$ cat src/rtl/uart_pkg.sv
//------------------------------------------------------------------------------
// Module : uart_pkg
// Brief  : Shared UART defaults, bit-timing helpers and receiver state encoding.
// Rev    : 1.0 - initial release
//------------------------------------------------------------------------------
`default_nettype none

package uart_pkg;

    localparam int c_CLK_HZ_DEF = 10_000_000;
    localparam int c_BAUD_DEF   = 115_200;

    // Rounded clocks-per-bit so that odd ratios land on the nearest cycle.
    function automatic int uart_bit_cyc(input int clk_hz, input int baud);
        return (clk_hz + baud / 2) / baud;
    endfunction

    function automatic int uart_half(input int clk_hz, input int baud);
        return uart_bit_cyc(clk_hz, baud) / 2;
    endfunction

    typedef enum logic [2:0] {
        ST_IDLE      = 3'd0,
        ST_START     = 3'd1,
        ST_DATA      = 3'd2,
        ST_STOP      = 3'd3,
        ST_WAIT_HIGH = 3'd4
    } rx_state_e;

endpackage

`default_nettype wire

$ cat src/rtl/sync_2ff.sv
//------------------------------------------------------------------------------
// Module : sync_2ff
// Brief  : 1-bit two-flop synchronizer with a parameterized reset value.
// Rev    : 1.0 - initial release
//------------------------------------------------------------------------------
`default_nettype none

module sync_2ff #(
    parameter logic RST_VAL = 1'b1
) (
    input  logic sys_clk_i,
    input  logic sys_rstn_i,
    input  logic d_i,
    output logic q_o
);

    logic r_meta;
    logic r_sync;

    always_ff @(posedge sys_clk_i or negedge sys_rstn_i) begin
        if (!sys_rstn_i) begin
            r_meta <= RST_VAL;
            r_sync <= RST_VAL;
        end else begin
            r_meta <= d_i;
            r_sync <= r_meta;
        end
    end

    assign q_o = r_sync;

endmodule

`default_nettype wire

$ cat src/rtl/uart_rx.sv
//------------------------------------------------------------------------------
// Module : uart_rx
// Brief  : 8N1 UART receiver with a single holding register and error flags.
// Rev    : 1.0 - initial release
//------------------------------------------------------------------------------
`default_nettype none

module uart_rx
    import uart_pkg::*;
#(
    parameter int CLK_HZ = c_CLK_HZ_DEF,
    parameter int BAUD   = c_BAUD_DEF
) (
    input  logic       sys_clk_i,
    input  logic       sys_rstn_i,
    input  logic       uart_rx_i,
    input  logic       rx_rd_i,
    output logic [7:0] rx_data_o,
    output logic       rx_valid_o,
    output logic       rx_frame_err_o,
    output logic       rx_overrun_o
);

    localparam int c_BIT_CYC = uart_bit_cyc(CLK_HZ, BAUD);
    localparam int c_HALF    = uart_half(CLK_HZ, BAUD);
    localparam int c_CNT_W   = (c_BIT_CYC > 1) ? $clog2(c_BIT_CYC) : 1;
    localparam logic [c_CNT_W-1:0] c_BIT_LAST  = c_CNT_W'(c_BIT_CYC - 1);
    localparam logic [c_CNT_W-1:0] c_HALF_LAST = c_CNT_W'(c_HALF - 1);

    logic               w_rxs;
    rx_state_e          r_state,   w_state_nxt;
    logic [c_CNT_W-1:0] r_cnt,     w_cnt_nxt;
    logic [2:0]         r_bit_idx, w_bit_idx_nxt;
    logic [7:0]         r_shift,   w_shift_nxt;
    logic               w_deliver;
    logic               w_frame_err;
    logic [7:0]         r_data;
    logic               r_valid;
    logic               r_frame_err;
    logic               r_overrun;

    sync_2ff #(
        .RST_VAL (1'b1)
    ) u_sync (
        .sys_clk_i  (sys_clk_i),
        .sys_rstn_i (sys_rstn_i),
        .d_i        (uart_rx_i),
        .q_o        (w_rxs)
    );

    always_ff @(posedge sys_clk_i or negedge sys_rstn_i) begin
        if (!sys_rstn_i) begin
            r_state   <= ST_IDLE;
            r_cnt     <= '0;
            r_bit_idx <= '0;
            r_shift   <= '0;
        end else begin
            r_state   <= w_state_nxt;
            r_cnt     <= w_cnt_nxt;
            r_bit_idx <= w_bit_idx_nxt;
            r_shift   <= w_shift_nxt;
        end
    end

    // The counter restarts at every sample point, so timing re-anchors per bit.
    always_comb begin
        w_state_nxt   = r_state;
        w_cnt_nxt     = r_cnt + 1'b1;
        w_bit_idx_nxt = r_bit_idx;
        w_shift_nxt   = r_shift;
        w_deliver     = 1'b0;
        w_frame_err   = 1'b0;
        case (r_state)
            ST_IDLE: begin
                w_cnt_nxt = '0;
                if (!w_rxs) w_state_nxt = ST_START;
            end
            ST_START: begin
                if (r_cnt == c_HALF_LAST) begin
                    w_cnt_nxt     = '0;
                    w_bit_idx_nxt = '0;
                    w_state_nxt   = w_rxs ? ST_IDLE : ST_DATA;
                end
            end
            ST_DATA: begin
                if (r_cnt == c_BIT_LAST) begin
                    w_cnt_nxt     = '0;
                    w_shift_nxt   = {w_rxs, r_shift[7:1]};
                    w_bit_idx_nxt = r_bit_idx + 3'd1;
                    if (r_bit_idx == 3'd7) w_state_nxt = ST_STOP;
                end
            end
            ST_STOP: begin
                if (r_cnt == c_BIT_LAST) begin
                    w_cnt_nxt = '0;
                    if (w_rxs) begin
                        w_deliver   = 1'b1;
                        w_state_nxt = ST_IDLE;
                    end else begin
                        w_frame_err = 1'b1;
                        w_state_nxt = ST_WAIT_HIGH;
                    end
                end
            end
            ST_WAIT_HIGH: begin
                w_cnt_nxt = '0;
                if (w_rxs) w_state_nxt = ST_IDLE;
            end
            default: begin
                w_cnt_nxt   = '0;
                w_state_nxt = ST_IDLE;
            end
        endcase
    end

    // A read in the delivery cycle frees the slot, so the new byte is taken.
    always_ff @(posedge sys_clk_i or negedge sys_rstn_i) begin
        if (!sys_rstn_i) begin
            r_data      <= '0;
            r_valid     <= 1'b0;
            r_frame_err <= 1'b0;
            r_overrun   <= 1'b0;
        end else begin
            r_frame_err <= w_frame_err;
            if (w_deliver) begin
                if (!r_valid || rx_rd_i) begin
                    r_data    <= r_shift;
                    r_valid   <= 1'b1;
                    r_overrun <= 1'b0;
                end else begin
                    r_overrun <= 1'b1;
                end
            end else if (rx_rd_i && r_valid) begin
                r_valid   <= 1'b0;
                r_overrun <= 1'b0;
            end
        end
    end

    assign rx_data_o      = r_data;
    assign rx_valid_o     = r_valid;
    assign rx_frame_err_o = r_frame_err;
    assign rx_overrun_o   = r_overrun;

endmodule

`default_nettype wire

$ cat config.mk
export PLATFORM = sky130hd
export DESIGN_NAME = uart_rx
export DESIGN_NICKNAME = d
export VERILOG_FILES = /design/src/rtl/uart_pkg.sv /design/src/rtl/sync_2ff.sv /design/src/rtl/uart_rx.sv
export SDC_FILE = /design/constraint.sdc
export NUM_CORES = 1
export LEC_CHECK = 0
export ABC_AREA = 0
export CAP_MARGIN = 20
export CORE_MARGIN = 8
export CORE_UTILIZATION = 35
export DETAILED_ROUTE_END_ITERATION = 6
export PLACE_DENSITY = 0.51
export SLEW_MARGIN = 5
export SYNTH_ARGS = -nofsm -noshare
export SYNTH_HDL_FRONTEND = slang
export SYNTH_SLANG_ARGS = --single-unit
export TNS_END_PERCENT = 5
$ cat constraint.sdc
create_clock -name sys_clk_i -period 3.1 [get_ports sys_clk_i]
set_input_delay 0.31 -clock sys_clk_i [delete_from_list [all_inputs] [get_ports sys_clk_i]]
set_output_delay 0.31 -clock sys_clk_i [all_outputs]
set_load 0.01 [all_outputs]
clk_routes.png
Drawn at 6 px/micron.
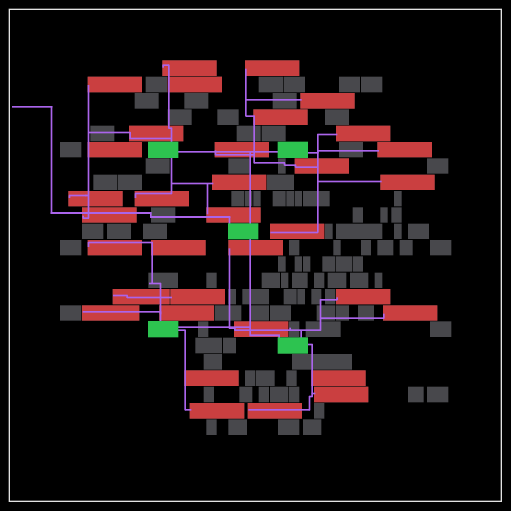
Key: clock drivers = green [count 5]; clock wires = purple [length 456 microns]; flip-flops = red [count 34]
There are 6 routed clock nets.
clock network power: 0.000330 W
skew final: 4.99 ps
clock share of power: 39.0%

layer_met3.png
Drawn at 4 px/micron.
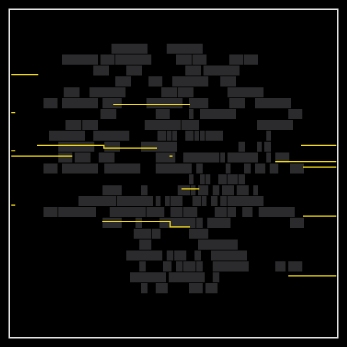
The longest straight run is 18.9 microns. 12 nets have wire on it.

io_fan.png
Drawn at 6 px/micron.
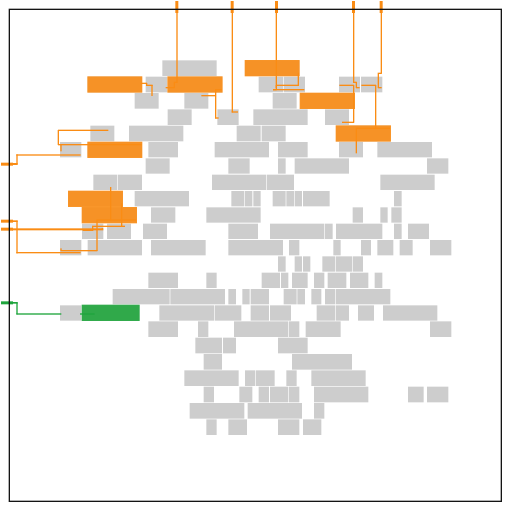
Key: `uart_rx_i` = green [bits 1, direction input, edge left, end cells 1, buffers 1, wire 12.2 microns]; `rx_data_o` = orange [bits 8, direction output, edge 5 top, 3 left, end cells 8, buffers 8, wire 230 microns]

placement_by_type.png
Drawn at 3 px/micron.
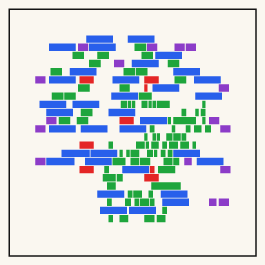
Key: combinational and other logic = green [cells 82]; remaining buffers and delay cells = purple [cells 16]; sequential cells = blue [cells 34]; clock drivers and dummy loads = red [cells 8]

==> results.toml <==
# implementation run metrics
[yosys]
edf_count = 0
top_area_share_pct = 52.9
synth-main-ff-cell = "dfrtp_1"
syn_area_sq_mm = 0.00151
simple_gate_share_pct = 16.0
yosys_area_sq_mm = 0.00151

[finish]
ff_count = 34
buffer_area_share_pct = 8.58
sh_comb_area_pct = 33.9
seq_share_pct = 47.2

[power]
p_seq_share_pct = 55.2
p_int_w = 0.000656

[outcome]
outcome = "finished, final reports clean"

[setup_path]
crit_path_cell_trace = "inv_1 > ha_1 > nand2_1 > nor2_1 > nand3_1 > mux2_2"
worst_setup_path_start_kind = "register"

[floorplanning]
io_pins = 15

[hold_path]
hold_path_class = "reg2reg"
hold_path_end = "u_sync.q_o$_DFF_PN1_"

[clock_network]
cts_hold_buffers = 0

[route]
wl_met2_microns = 1270
==> layout by cell type (no fill, tap or decap), types with 2 or more instances in the layout <==
cell,Yosys,routed
clkbuf_8,0,6
and3_1,2,2
o22ai_1,2,2
xor2_1,2,2
inv_1,8,8
dfrtp_1,32,32
a21oi_1,2,2
nor3_1,7,7
nand3_1,7,7
nand2_1,6,6
buf_4,0,2
nor2_1,3,3
xnor2_1,3,3
ha_1,4,4
dfstp_2,2,2
mux2_2,16,16
clkdlybuf4s50_1,0,14
nor2b_1,2,2
==> state kept, by name, summed over array words and instances (netlist names) <==
signal          flops
u_sync.r_meta       1
rx_data_o           8
r_bit_idx           3
u_sync.q_o          1
r_state             3
r_cnt               7
rx_valid_o          1
r_shift             8
rx_overrun_o        1
rx_frame_err_o      1
Power figures rest on the tool's default switching activity, not on a simulated workload.
